### config.mk
export PLATFORM = sky130hd
export DESIGN_NAME = shift_reg_prog_flat
export DESIGN_NICKNAME = d
export VERILOG_FILES = /design/src/rtl/shift_reg_prog_if.sv /design/src/rtl/shift_reg_prog.sv /design/src/flat_wrapper.sv
export SDC_FILE = /design/constraint.sdc
export NUM_CORES = 1
export LEC_CHECK = 0
export ABC_AREA = 0
export CORE_AREA = 2 2 89 126
export DETAILED_ROUTE_END_ITERATION = 12
export DIE_AREA = 0 0 91 128
export PLACE_DENSITY = 0.79
export SLEW_MARGIN = 10
export SYNTH_ARGS = -nofsm -noshare
export SYNTH_HDL_FRONTEND = slang
export SYNTH_SLANG_ARGS = --single-unit
### constraint.sdc
create_clock -name clk -period 13.48 [get_ports clk]
set_input_delay 1.348 -clock clk [delete_from_list [all_inputs] [get_ports clk]]
set_output_delay 1.348 -clock clk [all_outputs]
set_load 0.005 [all_outputs]
### src/rtl/shift_reg_prog_if.sv
// Channel bundle between the switch arbiter side and the shift_reg_prog delay line.
// The arbiter drives the master side; the delay line uses the slave side.
interface shift_reg_prog_if #(
  parameter int WIDTH = 3,
  parameter int NUB   = 3,
  parameter int DLY_W = 4
);
  logic                   en;
  logic                   flush;
  logic                   cfg_load;
  logic [DLY_W*NUB-1:0]   cfg_delay;
  logic [NUB-1:0]         in_valid;
  logic [WIDTH*NUB-1:0]   port_in;
  logic [NUB-1:0]         out_valid;
  logic [WIDTH*NUB-1:0]   port_out;
  logic                   cfg_busy;

  modport master (
    output en, flush, cfg_load, cfg_delay, in_valid, port_in,
    input  out_valid, port_out, cfg_busy
  );

  modport slave (
    input  en, flush, cfg_load, cfg_delay, in_valid, port_in,
    output out_valid, port_out, cfg_busy
  );
endinterface

### src/rtl/shift_reg_prog.sv
// Multi-channel delay line with a run-time programmable tap per channel (1..MAX_DELAY edges).
// Optional macro SHIFT_REG_PROG_ZERO_BYPASS_EN allows delay 0 as a combinational pass-through.
module shift_reg_prog #(
  parameter int WIDTH         = 3,
  parameter int NUB           = 3,
  parameter int MAX_DELAY     = 8,
  parameter int DLY_W         = 4,
  parameter int DEFAULT_DELAY = 3
) (
  input  logic            clk,
  input  logic            rst_n,
  shift_reg_prog_if.slave bus
);
  localparam logic [DLY_W-1:0] MAX_D = DLY_W'(MAX_DELAY);

  logic [DLY_W-1:0]     req_dly [NUB];
  logic                 ch_chg  [NUB];
  logic                 ch_ov   [NUB];
  logic [WIDTH-1:0]     ch_od   [NUB];
  logic [DLY_W-1:0]     max_changed;
  logic [DLY_W-1:0]     cnt_q, cnt_d, cnt_dec;
  logic [NUB-1:0]       out_valid_w;
  logic [WIDTH*NUB-1:0] port_out_w;

  for (genvar gi = 0; gi < NUB; gi++) begin : g_ch
    logic [WIDTH-1:0]     data_q [MAX_DELAY];
    logic [MAX_DELAY-1:0] valid_q, valid_d;
    logic [DLY_W-1:0]     dly_q, raw_w, req_w;
    logic                 tap_v;
    logic [WIDTH-1:0]     tap_d;

    assign raw_w = bus.cfg_delay[gi*DLY_W +: DLY_W];
`ifdef SHIFT_REG_PROG_ZERO_BYPASS_EN
    assign req_w = (raw_w > MAX_D) ? MAX_D : raw_w;
`else
    assign req_w = (raw_w > MAX_D) ? MAX_D : ((raw_w == '0) ? DLY_W'(1) : raw_w);
`endif
    assign req_dly[gi] = req_w;
    assign ch_chg[gi]  = bus.cfg_load && (req_w != dly_q);

    // A changed channel keeps only the word captured on the reconfiguring edge.
    always_comb begin
      valid_d = valid_q;
      if (bus.en)
        valid_d = (valid_q << 1) | MAX_DELAY'(bus.in_valid[gi]);
      if (ch_chg[gi])
        valid_d = MAX_DELAY'(bus.en & bus.in_valid[gi]);
      if (bus.flush)
        valid_d = '0;
    end

    always_ff @(posedge clk or negedge rst_n) begin
      if (!rst_n) begin
        valid_q <= '0;
        dly_q   <= DLY_W'(DEFAULT_DELAY);
        for (int k = 0; k < MAX_DELAY; k++)
          data_q[k] <= '0;
      end else begin
        valid_q <= valid_d;
        if (bus.cfg_load)
          dly_q <= req_w;
        if (bus.en) begin
          data_q[0] <= bus.port_in[gi*WIDTH +: WIDTH];
          for (int k = 1; k < MAX_DELAY; k++)
            data_q[k] <= data_q[k-1];
        end
      end
    end

    always_comb begin
      tap_v = 1'b0;
      tap_d = '0;
      for (int k = 0; k < MAX_DELAY; k++) begin
        if (dly_q == DLY_W'(k + 1)) begin
          tap_v = valid_q[k];
          tap_d = data_q[k];
        end
      end
`ifdef SHIFT_REG_PROG_ZERO_BYPASS_EN
      if (dly_q == '0) begin
        tap_v = bus.in_valid[gi] & bus.en & ~bus.flush;
        tap_d = bus.port_in[gi*WIDTH +: WIDTH];
      end
`endif
    end

    assign ch_ov[gi] = tap_v;
    assign ch_od[gi] = tap_v ? tap_d : '0;
  end

  // Refill counter tracks the slowest changed channel; a bypass channel adds 0.
  always_comb begin
    max_changed = '0;
    for (int j = 0; j < NUB; j++)
      if (ch_chg[j] && (req_dly[j] > max_changed))
        max_changed = req_dly[j];
    cnt_dec = (bus.en && (cnt_q != '0)) ? cnt_q - DLY_W'(1) : cnt_q;
    cnt_d   = cnt_dec;
    if (bus.cfg_load && (max_changed > cnt_dec))
      cnt_d = max_changed;
  end

  always_ff @(posedge clk or negedge rst_n) begin
    if (!rst_n) cnt_q <= '0;
    else        cnt_q <= cnt_d;
  end

  always_comb begin
    out_valid_w = '0;
    port_out_w  = '0;
    for (int j = 0; j < NUB; j++) begin
      out_valid_w[j]                = ch_ov[j];
      port_out_w[j*WIDTH +: WIDTH]  = ch_od[j];
    end
  end

  assign bus.out_valid = out_valid_w;
  assign bus.port_out  = port_out_w;
  assign bus.cfg_busy  = (cnt_q != '0);
endmodule

### src/flat_wrapper.sv
// flat-port wrapper written by rule: the top's interface ports become plain ports
module shift_reg_prog_flat 
#(
  parameter int WIDTH         = 3,
  parameter int NUB           = 3,
  parameter int MAX_DELAY     = 8,
  parameter int DLY_W         = 4,
  parameter int DEFAULT_DELAY = 3
)
  (clk, rst_n, bus_en, bus_flush, bus_cfg_load, bus_cfg_delay, bus_in_valid, bus_port_in, bus_out_valid, bus_port_out, bus_cfg_busy);
  shift_reg_prog_if #(.WIDTH(WIDTH), .NUB(NUB), .DLY_W(DLY_W)) bus_i ();
  input  logic clk;
  input  logic rst_n;
  input wire logic [$bits(bus_i.en)-1:0] bus_en;
  input wire logic [$bits(bus_i.flush)-1:0] bus_flush;
  input wire logic [$bits(bus_i.cfg_load)-1:0] bus_cfg_load;
  input wire logic [$bits(bus_i.cfg_delay)-1:0] bus_cfg_delay;
  input wire logic [$bits(bus_i.in_valid)-1:0] bus_in_valid;
  input wire logic [$bits(bus_i.port_in)-1:0] bus_port_in;
  output wire logic [$bits(bus_i.out_valid)-1:0] bus_out_valid;
  output wire logic [$bits(bus_i.port_out)-1:0] bus_port_out;
  output wire logic [$bits(bus_i.cfg_busy)-1:0] bus_cfg_busy;
  assign bus_i.en = bus_en;
  assign bus_i.flush = bus_flush;
  assign bus_i.cfg_load = bus_cfg_load;
  assign bus_i.cfg_delay = bus_cfg_delay;
  assign bus_i.in_valid = bus_in_valid;
  assign bus_i.port_in = bus_port_in;
  assign bus_out_valid = bus_i.out_valid;
  assign bus_port_out = bus_i.port_out;
  assign bus_cfg_busy = bus_i.cfg_busy;
  shift_reg_prog #(.WIDTH(WIDTH), .NUB(NUB), .MAX_DELAY(MAX_DELAY), .DLY_W(DLY_W), .DEFAULT_DELAY(DEFAULT_DELAY)) u_core (.clk(clk), .rst_n(rst_n), .bus(bus_i));
endmodule
==> flow_summary.json <==
{
  "fp.dieW_um": 91,
  "total_power_mw": 0.9587,
  "nets": 615,
  "path_depth": 26,
  "worst_pin_slew_ps": 916.4,
  "top_area_cell": "dfrtp_1",
  "grtUsageMet3": 0.03351,
  "drive_gt1_frac": 0.2245,
  "p_int_mw": 0.6665,
  "min_to": "u_core.g_ch[0].data_q[0]",
  "whs_ps": 508.6,
  "cp-end-kind": "flop",
  "drc_errors": 0,
  "grt_util_all_layers": 0.2285,
  "hold_violations": 0,
  "post_cts_resized": 0,
  "num_io_pins": 42,
  "critPathTopFamily": "AND-OR/OR-AND gates",
  "place_congestion": 0.8757,
  "dp_cells": 704,
  "fp_util": 0.5837,
  "die_area_um2": 11650,
  "min_period_over_period": 0.5928,
  "pg_clk_mw": 0.257,
  "slew_viol_final": 0,
  "yosysMostFrequentCell": "dfrtp_1",
  "synth_top_flop_cell": "dfrtp_1",
  "cts_tree": "yes",
  "top_layer": "met4",
  "ctsHtreeMaxLevel": 3,
  "grt_antenna_before_repair": 0,
  "synth_seq_share": 0.4548,
  "p_sw_mw": 0.2922,
  "min_from": "u_core.g_ch[0].data_q[0]",
  "fillers": 872,
  "power.density_nw_per_um2": 139.5,
  "cp.required_ps": 13680,
  "clk_pin_slew_ps": 80,
  "rsz0062_at_grt": "false",
  "coreArea_um2": 10590,
  "swShare": 0.3048,
  "crit_type": "in2reg",
  "hold_class": "reg2reg",
  "fin_area_um2": 6874,
  "edf_count": 0,
  "grt_overflow": 0,
  "numSynthFlops": 112,
  "crit_start": "bus_cfg_load",
  "wl_per_cell_um": 17.43,
  "lay_top_count": "dfrtp_1",
  "holdBufCountCts": 0,
  "cp_max_fo": 19,
  "yosys_area_um2": 6178,
  "setup-tns-final_ps": 0,
  "syn_area_um2": 6178,
  "first_pass_iters": 4,
  "cts_setup_buffers": 0,
  "area_leaders": "dfrtp_1, mux2_2, mux2i_1",
  "clkPwrFrac": 0.268,
  "netlist.area_leader.share": 0.4293,
  "avgSynthCellArea_um2": 11.07,
  "cts-root-buf": "clkbuf_16",
  "clk_latency_ps": 350,
  "synthArstFlopShare": 1.000,
  "openroad.warnings": 26,
  "wl_met1_um": 5331,
  "drtIter0Drc": 222,
  "setup_viol_count_final": 0,
  "path_buffers": 2,
  "ys_warn_count": 0,
  "wl_met2_um": 6329,
  "grt_use_met1": 0.2942,
  "routed_wl_um": 12550,
  "setup.worst_path.end": "u_core.cnt_q[2]",
  "cts.path.max_buffers": 2,
  "grt_util_met2": 0.3847,
  "period_needed_ps": 7991,
  "viasPerCell": 6.144,
  "sequentialPowerShare": 0.485,
  "ant_nets": 0,
  "portBuffers": 41,
  "dpl_cell_area_um2": 6591,
  "syn2layout_area_growth_pct": 11.26,
  "grt_max_degree": 75,
  "status": "completed",
  "max_stage_delay_ps": 990,
  "grt_pass1_vias": 4440,
  "max_slew_margin": 0.3891,
  "hpwl_um": 8680,
  "fmax_ghz": 0.1251,
  "preCtsSetupSlack_ps": 5265,
  "wl_met3_um": 537
}
==> layout make-up <==
class                      count  area (µm²)  share of cell area
multi-input combinational    395        3136              0.4561
sequential                   112        2810              0.4088
timing repair buffer          43       420.4             0.06116
clock buffer                  11       242.7             0.03531
tap                          141       176.4             0.02566
inverter                      13       48.80            0.007099
clock inverter                 5       40.04            0.005825
==> kinds of logic after synthesis <==
logic type                 Yosys count  share of synthesized area
and+or+nand+nor                    135                     0.1086
muxes                              129                     0.2345
AOI/OAI and AO/OA                  112                     0.1302
DFF                                112                     0.4548
buffers and inverters               51                    0.03767
adders and majority gates           12                    0.02430
xor gates and xnor gates             7                   0.009923
==> state kept, by name (all words and copies together), names as in the netlist <==
name	flops
u_core.g_ch.data_q	72
u_core.g_ch.valid_q	24
u_core.cnt_q	4
u_core.g_ch.dly_q	12
==> images/placed.png <==
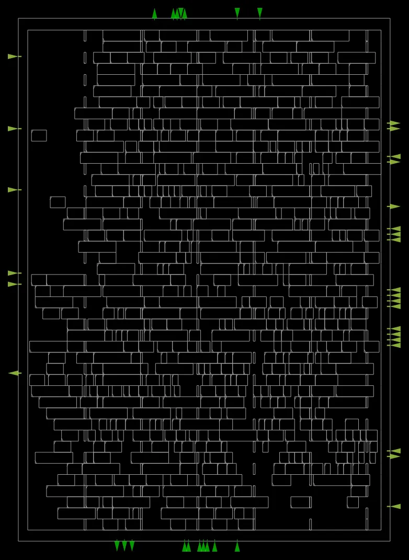
fin util: 0.6494
tap cells: 141
Finished Layout Cells: 720

==> images/m3.png <==
Drawn at 2 px/µm.
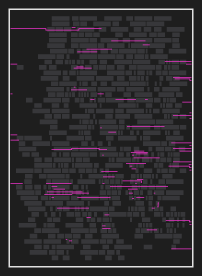
wire length on this layer	537 µm
nets with wire on the layer	57
share of all routed wire	4.3%
main direction	horizontal

